**config.mk**
```make
export PLATFORM = sky130hd
export DESIGN_NAME = lab01_sweep_ctrl_flat
export DESIGN_NICKNAME = d
export VERILOG_FILES = /design/src/rtl/lab01_sweep_ctrl_pkg.sv /design/src/rtl/lab01_sweep_ctrl_if.sv /design/src/rtl/lab01_sweep_ctrl_vec_checker.sv /design/src/rtl/lab01_sweep_ctrl.sv /design/src/flat_wrapper.sv
export SDC_FILE = /design/constraint.sdc
export NUM_CORES = 1
export LEC_CHECK = 0
export CELL_PAD_IN_SITES_DETAIL_PLACEMENT = 1
export CELL_PAD_IN_SITES_GLOBAL_PLACEMENT = 2
export CORE_MARGIN = 5
export CORE_UTILIZATION = 29
export DETAILED_ROUTE_END_ITERATION = 10
export PLACE_DENSITY_LB_ADDON = 0.15
export SYNTH_ARGS = -nofsm -noshare
export SYNTH_HDL_FRONTEND = slang
export SYNTH_HIERARCHICAL = 1
export SYNTH_SLANG_ARGS = --single-unit
```
**constraint.sdc**
```tcl
create_clock -name clk -period 2.2 [get_ports clk]
set_input_delay 0.22 -clock clk [delete_from_list [all_inputs] [get_ports clk]]
set_output_delay 0.22 -clock clk [all_outputs]
set_load 0.1 [all_outputs]
```
**src/rtl/lab01_sweep_ctrl_pkg.sv**
```systemverilog
// Shared types and defaults for the lab01 exhaustive sweep sequencer.
package lab01_sweep_ctrl_pkg;

  typedef enum logic [1:0] {
    ST_IDLE = 2'd0,
    ST_RUN  = 2'd1,
    ST_FIN  = 2'd2
  } state_t;

  localparam int          LAB01_N_IN   = 4;
  localparam int          LAB01_N_DUT  = 3;
  // Bit i is Y = NOR(A,B) & NAND(C,D) for vector i = {A,B,C,D}.
  localparam logic [15:0] LAB01_GOLDEN = 16'h0007;

endpackage

```
**src/rtl/lab01_sweep_ctrl_if.sv**
```systemverilog
// Sequencer-facing bundle: sweep control, the shared input bus and the result registers.
interface lab01_sweep_ctrl_if
  import lab01_sweep_ctrl_pkg::*;
#(
  parameter int N_IN  = LAB01_N_IN,
  parameter int N_DUT = LAB01_N_DUT
) ();

  localparam int NV = 2 ** N_IN;
  localparam int CW = $clog2(NV + 1);

  // Control is level based, not a valid/ready pair: start is taken only while
  // the controller is idle (busy low), abort only while busy; done and aborted
  // are single-cycle completion pulses and the results hold until the next start.
  logic             start;
  logic             abort;
  logic [N_DUT-1:0] y_in;
  logic [N_IN-1:0]  drive;
  logic             busy;
  logic             done;
  logic             aborted;
  logic [NV-1:0]    tt;
  logic [NV-1:0]    mismatch_mask;
  logic [CW-1:0]    err_count;
  logic             first_err_valid;
  logic [N_IN-1:0]  first_err_idx;

  modport master (
    output start, abort, y_in,
    input  drive, busy, done, aborted, tt, mismatch_mask,
           err_count, first_err_valid, first_err_idx
  );

  modport slave (
    input  start, abort, y_in,
    output drive, busy, done, aborted, tt, mismatch_mask,
           err_count, first_err_valid, first_err_idx
  );

endinterface

```
**src/rtl/lab01_sweep_ctrl_vec_checker.sv**
```systemverilog
// Flags a vector when any implementation output disagrees with the golden bit.
module lab01_sweep_ctrl_vec_checker
  import lab01_sweep_ctrl_pkg::*;
#(
  parameter int N_DUT = LAB01_N_DUT
) (
  input  logic [N_DUT-1:0] y_in,
  input  logic             golden,
  output logic             mismatch
);

  assign mismatch = |(y_in ^ {N_DUT{golden}});

endmodule

```
**src/rtl/lab01_sweep_ctrl.sv**
```systemverilog
// Steps {A,B,C,D} through 0..2**N_IN-1, samples every implementation output on the
// last settle cycle of each vector and accumulates truth table and mismatch results.
module lab01_sweep_ctrl
  import lab01_sweep_ctrl_pkg::*;
#(
  parameter int                   N_IN          = LAB01_N_IN,
  parameter int                   N_DUT         = LAB01_N_DUT,
  parameter int                   SETTLE_CYCLES = 2,
  parameter logic [2**N_IN-1:0]   GOLDEN        = LAB01_GOLDEN
) (
  input  logic               clk,
  input  logic               rst,
  lab01_sweep_ctrl_if.slave  bus,
  output state_t             dbg_state
);

  localparam int NV = 2 ** N_IN;
  localparam int CW = $clog2(NV + 1);
  localparam int SW = (SETTLE_CYCLES > 1) ? $clog2(SETTLE_CYCLES) : 1;

  state_t          state_q, state_d;
  logic [N_IN-1:0] idx_q;
  logic [SW-1:0]   cnt_q;
  logic [NV-1:0]   tt_q;
  logic [NV-1:0]   mask_q;
  logic [CW-1:0]   err_q;
  logic            fev_q;
  logic [N_IN-1:0] fei_q;
  logic            aborted_q;

  logic clear_res;
  logic sample;
  logic abort_hit;
  logic last_cnt;
  logic vec_mismatch;

  assign last_cnt = (cnt_q == SW'(SETTLE_CYCLES - 1));

  lab01_sweep_ctrl_vec_checker #(.N_DUT(N_DUT)) u_checker (
    .y_in     (bus.y_in),
    .golden   (GOLDEN[idx_q]),
    .mismatch (vec_mismatch)
  );

  always_comb begin
    state_d   = state_q;
    clear_res = 1'b0;
    sample    = 1'b0;
    abort_hit = 1'b0;
    case (state_q)
      ST_IDLE: begin
        if (bus.start) begin
          clear_res = 1'b1;
          state_d   = ST_RUN;
        end
      end
      ST_RUN: begin
        // Abort outranks the sampling edge, so an aborted vector is never recorded.
        if (bus.abort) begin
          abort_hit = 1'b1;
          state_d   = ST_IDLE;
        end else if (last_cnt) begin
          sample = 1'b1;
          if (idx_q == N_IN'(NV - 1)) state_d = ST_FIN;
        end
      end
      ST_FIN:  state_d = ST_IDLE;
      default: state_d = ST_IDLE;
    endcase
  end

  always_ff @(posedge clk) begin
    if (rst) begin
      state_q   <= ST_IDLE;
      idx_q     <= '0;
      cnt_q     <= '0;
      tt_q      <= '0;
      mask_q    <= '0;
      err_q     <= '0;
      fev_q     <= 1'b0;
      fei_q     <= '0;
      aborted_q <= 1'b0;
    end else begin
      state_q   <= state_d;
      aborted_q <= abort_hit;
      if (clear_res) begin
        idx_q  <= '0;
        cnt_q  <= '0;
        tt_q   <= '0;
        mask_q <= '0;
        err_q  <= '0;
        fev_q  <= 1'b0;
        fei_q  <= '0;
      end else if (state_q == ST_RUN && !abort_hit) begin
        if (sample) begin
          tt_q[idx_q]   <= bus.y_in[0];
          mask_q[idx_q] <= vec_mismatch;
          if (vec_mismatch) begin
            err_q <= err_q + CW'(1);
            if (!fev_q) begin
              fev_q <= 1'b1;
              fei_q <= idx_q;
            end
          end
          idx_q <= idx_q + N_IN'(1);
          cnt_q <= '0;
        end else begin
          cnt_q <= cnt_q + SW'(1);
        end
      end
    end
  end

  assign bus.drive           = (state_q == ST_RUN) ? idx_q : '0;
  assign bus.busy            = (state_q == ST_RUN);
  assign bus.done            = (state_q == ST_FIN);
  assign bus.aborted         = aborted_q;
  assign bus.tt              = tt_q;
  assign bus.mismatch_mask   = mask_q;
  assign bus.err_count       = err_q;
  assign bus.first_err_valid = fev_q;
  assign bus.first_err_idx   = fei_q;
  assign dbg_state           = state_q;

endmodule
```
**src/flat_wrapper.sv**
```systemverilog
// flat-port wrapper written by rule: the top's interface ports become plain ports
module lab01_sweep_ctrl_flat import lab01_sweep_ctrl_pkg::*;
#(
  parameter int                   N_IN          = LAB01_N_IN,
  parameter int                   N_DUT         = LAB01_N_DUT,
  parameter int                   SETTLE_CYCLES = 2,
  parameter logic [2**N_IN-1:0]   GOLDEN        = LAB01_GOLDEN
)
  (clk, rst, dbg_state, bus_start, bus_abort, bus_y_in, bus_drive, bus_busy, bus_done, bus_aborted, bus_tt, bus_mismatch_mask, bus_err_count, bus_first_err_valid, bus_first_err_idx);
  lab01_sweep_ctrl_if #(.N_IN(N_IN), .N_DUT(N_DUT)) bus_i ();
  input  logic clk;
  input  logic rst;
  output state_t dbg_state;
  input wire logic [$bits(bus_i.start)-1:0] bus_start;
  input wire logic [$bits(bus_i.abort)-1:0] bus_abort;
  input wire logic [$bits(bus_i.y_in)-1:0] bus_y_in;
  output wire logic [$bits(bus_i.drive)-1:0] bus_drive;
  output wire logic [$bits(bus_i.busy)-1:0] bus_busy;
  output wire logic [$bits(bus_i.done)-1:0] bus_done;
  output wire logic [$bits(bus_i.aborted)-1:0] bus_aborted;
  output wire logic [$bits(bus_i.tt)-1:0] bus_tt;
  output wire logic [$bits(bus_i.mismatch_mask)-1:0] bus_mismatch_mask;
  output wire logic [$bits(bus_i.err_count)-1:0] bus_err_count;
  output wire logic [$bits(bus_i.first_err_valid)-1:0] bus_first_err_valid;
  output wire logic [$bits(bus_i.first_err_idx)-1:0] bus_first_err_idx;
  assign bus_i.start = bus_start;
  assign bus_i.abort = bus_abort;
  assign bus_i.y_in = bus_y_in;
  assign bus_drive = bus_i.drive;
  assign bus_busy = bus_i.busy;
  assign bus_done = bus_i.done;
  assign bus_aborted = bus_i.aborted;
  assign bus_tt = bus_i.tt;
  assign bus_mismatch_mask = bus_i.mismatch_mask;
  assign bus_err_count = bus_i.err_count;
  assign bus_first_err_valid = bus_i.first_err_valid;
  assign bus_first_err_idx = bus_i.first_err_idx;
  lab01_sweep_ctrl #(.N_IN(N_IN), .N_DUT(N_DUT), .SETTLE_CYCLES(SETTLE_CYCLES), .GOLDEN(GOLDEN)) u_core (.clk(clk), .rst(rst), .bus(bus_i), .dbg_state(dbg_state));
endmodule
```
==> results_dict.tcl <==
# metrics dict for downstream scripts
set metrics [dict create \
    cts_resized 0 \
    hold_start "u_core/bus.first_err_idx[3]$_SDFFE_PP0P_" \
    post-cts-setup-buffer-count 0 \
    rows 31 \
    cp_slowest_cell "dfxtp_2" \
    clk_latency_ns 0.32 \
    dp_cells 372 \
    clockRootBuffer "clkbuf_8" \
    min_path_type "reg -> reg" \
    synth_flops 51 \
    grt-busiest-layer "met2" \
    h-tree-depth 2 \
    ff_type "dfxtp_1" \
    wl_met1_um 2700 \
    drt_iter0_markers 86 \
    cts_buffers 5 \
    power_leakage_nw 1.38 \
    pin_count 58 \
    clock_sinks 51 \
    grtUsageMet3_pct 3.45 \
    ant_nets 0 \
    dieArea_mm2 0.00950 \
    synth-edff-count 0 \
    min_to "u_core/bus.first_err_idx[3]$_SDFFE_PP0P_" \
    outcome "finished clean" \
    syn_inst 222 \
    fin_setup_tns_ns 0 \
    rsz0062_at_grt "false" \
    antenna_found_initial 0 \
    max-cap-violations 0 \
    whs_path_depth 2 \
    cpPeakStageDelay_ns 0.42 \
    critPathKind "reg -> out" \
    area_delta_synth_final_pct 32.3 \
    path_buffers 2 \
    tritoncts "done" \
    num_antenna_cells 0 \
    worst_ir_drop_vdd_uv 245 \
    synth_cell_types 38 \
]
[tightest hold or removal path, delay by kind of cell, from the launching register on]
kind / cells / cell delay [ns]
muxes: 1 / 0.07
and+or+nand+nor: 1 / 0.07
DFF: 1 / 0.33
[state kept, by name, indices dropped and copies added, names as in the netlist, named ones only]
signal and flops:
u_core/bus.err_count 5, u_core/bus.mismatch_mask 16, u_core/bus.first_err_idx 4, u_core/bus.first_err_valid 1, u_core/dbg_state 2, u_core/bus.tt 16
u_core/idx_q 4, u_core/bus.aborted 1, u_core/cnt_q 1
[metrics by stage]
stage	util [%]	hold WS [ns]	area, um2
floorplan	-	0.285	2230
global placement	38.5	0.477	2840
detailed placement	38.5	0.490	2840
CTS	39.8	0.513	2930
global route	39.8	0.541	2930
finish	39.8	0.504	2930
[kinds of logic (layout without fill, tap and decap cells)]
kind of cell	after synthesis	in the layout	share of synthesized area, %
fa+ha+maj	5	5	2.82
compound gates	8	8	2.54
mux	37	37	16.7
xor+xnor	9	9	3.55
flops	51	51	46.0
buf+inv	16	75	3.83
simple gates	96	96	24.5
[cells in the final DEF (no fill, tap or decap), types with 2 or more instances in the layout]
cell             Yosys  final
and2_1               7      5
and2_2               0      2
buf_12               0      4
buf_4                1     54
clkbuf_8             0      6
clkdlybuf4s50_1      0      6
dfxtp_1             51     49
dfxtp_2              0      2
ha_1                 5      5
inv_2                2      2
mux2i_1             37     37
nand2b_1             2      2
nand3_1              3      3
nand3_2             13     13
nand4_1              5      5
nor2_1              53     51
nor2_2               0      2
xnor2_1              3      3
xor2_1               6      6
[worst max-delay path by stage]
stage | startpoint | endpoint | slack [ns] | cells after the start
final | u_core/dbg_state[1]$_SDFFE_PP0P_ | bus_drive[2] | 0.48 | 4
after global routing | u_core/dbg_state[1]$_SDFFE_PP0P_ | bus_drive[2] | 0.38 | 4
after CTS | u_core/dbg_state[1]$_SDFFE_PP0P_ | bus_drive[2] | 0.45 | 4
after detailed placement | bus_abort | u_core/bus.first_err_idx[3]$_SDFFE_PP0P_ | 0.33 | 6
after global placement | bus_abort | u_core/bus.first_err_idx[2]$_SDFFE_PP0P_ | 0.38 | 6
after floorplan | u_core/dbg_state[0]$_SDFFE_PP0P_ | bus_drive[2] | 0.03 | 3
[area by class of cell]
cell class                 count  area (um2)  share of cell area, %
multi-input combinational    155        1130                   38.6
sequential                    51        1020                   34.9
timing repair buffer          64         546                   18.6
tap                           99         124                   4.22
clock buffer                   6        82.6                   2.81
clock inverter                 2        13.8                  0.469
inverter                       3        11.3                  0.384
[cells in the mapped netlist, types with 2 or more instances]
master,n,area (um2)
buf_2,5,25.0
ha_1,5,62.6
nand3_2,13,130
nand4_1,5,31.3
xor2_1,6,52.6
and2_1,7,43.8
nor2_1,53,199
xnor2_1,3,26.3
clkbuf_1,4,15.0
dfxtp_1,51,1020
mux2i_1,37,370
inv_2,2,7.51
buf_6,2,22.5
nand3_1,3,15.0
nor2b_1,2,12.5
nand2b_1,2,12.5
[power breakdown]
| group | internal (mW) | switching [mW] |
|---|---|---|
| logic | 0.0328 | 0.0723 |
| registers | 0.926 | 0.00372 |
| clock network | 0.258 | 0.336 |
| total | 1.22 | 0.412 |
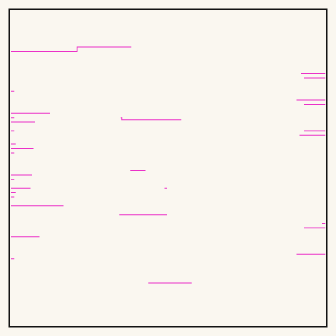
(images/met3.png)
share of all routed wire: 3.8%
nets with wire on the layer: 27
longest straight run: 20.2 um
main direction: horizontal

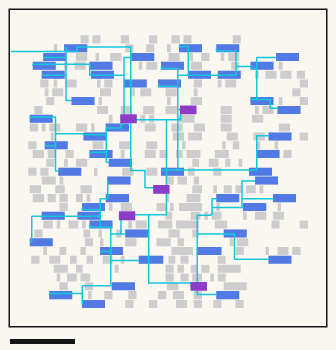
(images/clock_map.png)
Bar = 20 um.
legend:
  clock wires:
    colour: cyan
    length: 757 um
  flip-flops:
    colour: blue
    count: 51
  cells driving clock nets:
    colour: purple
    count: 5
flops lie: all over the die
routed clock nets: 6

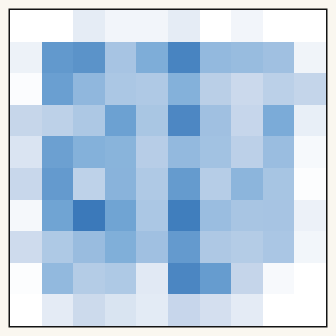
(images/density.png)
10 x 10 tiles, from white (low) to dark blue (high), 0 to 100% covered.
mean over tiles: 30%
densest ninth of the die: middle
emptiest ninth of the die: bottom right
nearly empty tiles: 12%
fullest tile: 70%

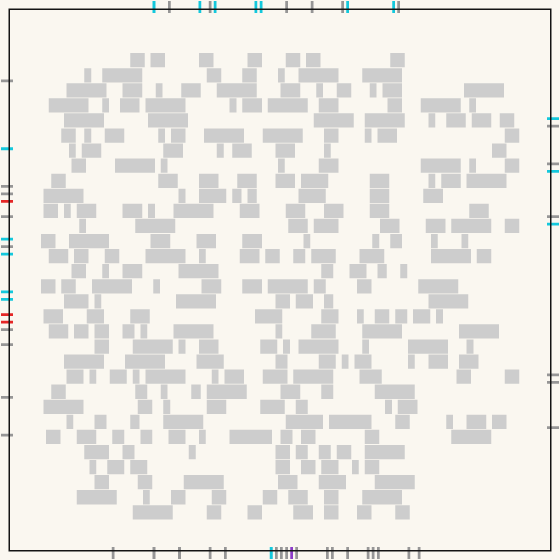
(images/pins.png)
Pins as bars across the die edge, other pins in grey.
legend:
  bus_mismatch_mask:
    colour: cyan
    pins: 16
    direction: output
    edge: 7 top, 5 left, 3 right, 1 bottom
  rst:
    colour: purple
    pins: 1
    direction: input
    edge: bottom
  bus_y_in:
    colour: red
    pins: 3
    direction: input
    edge: left

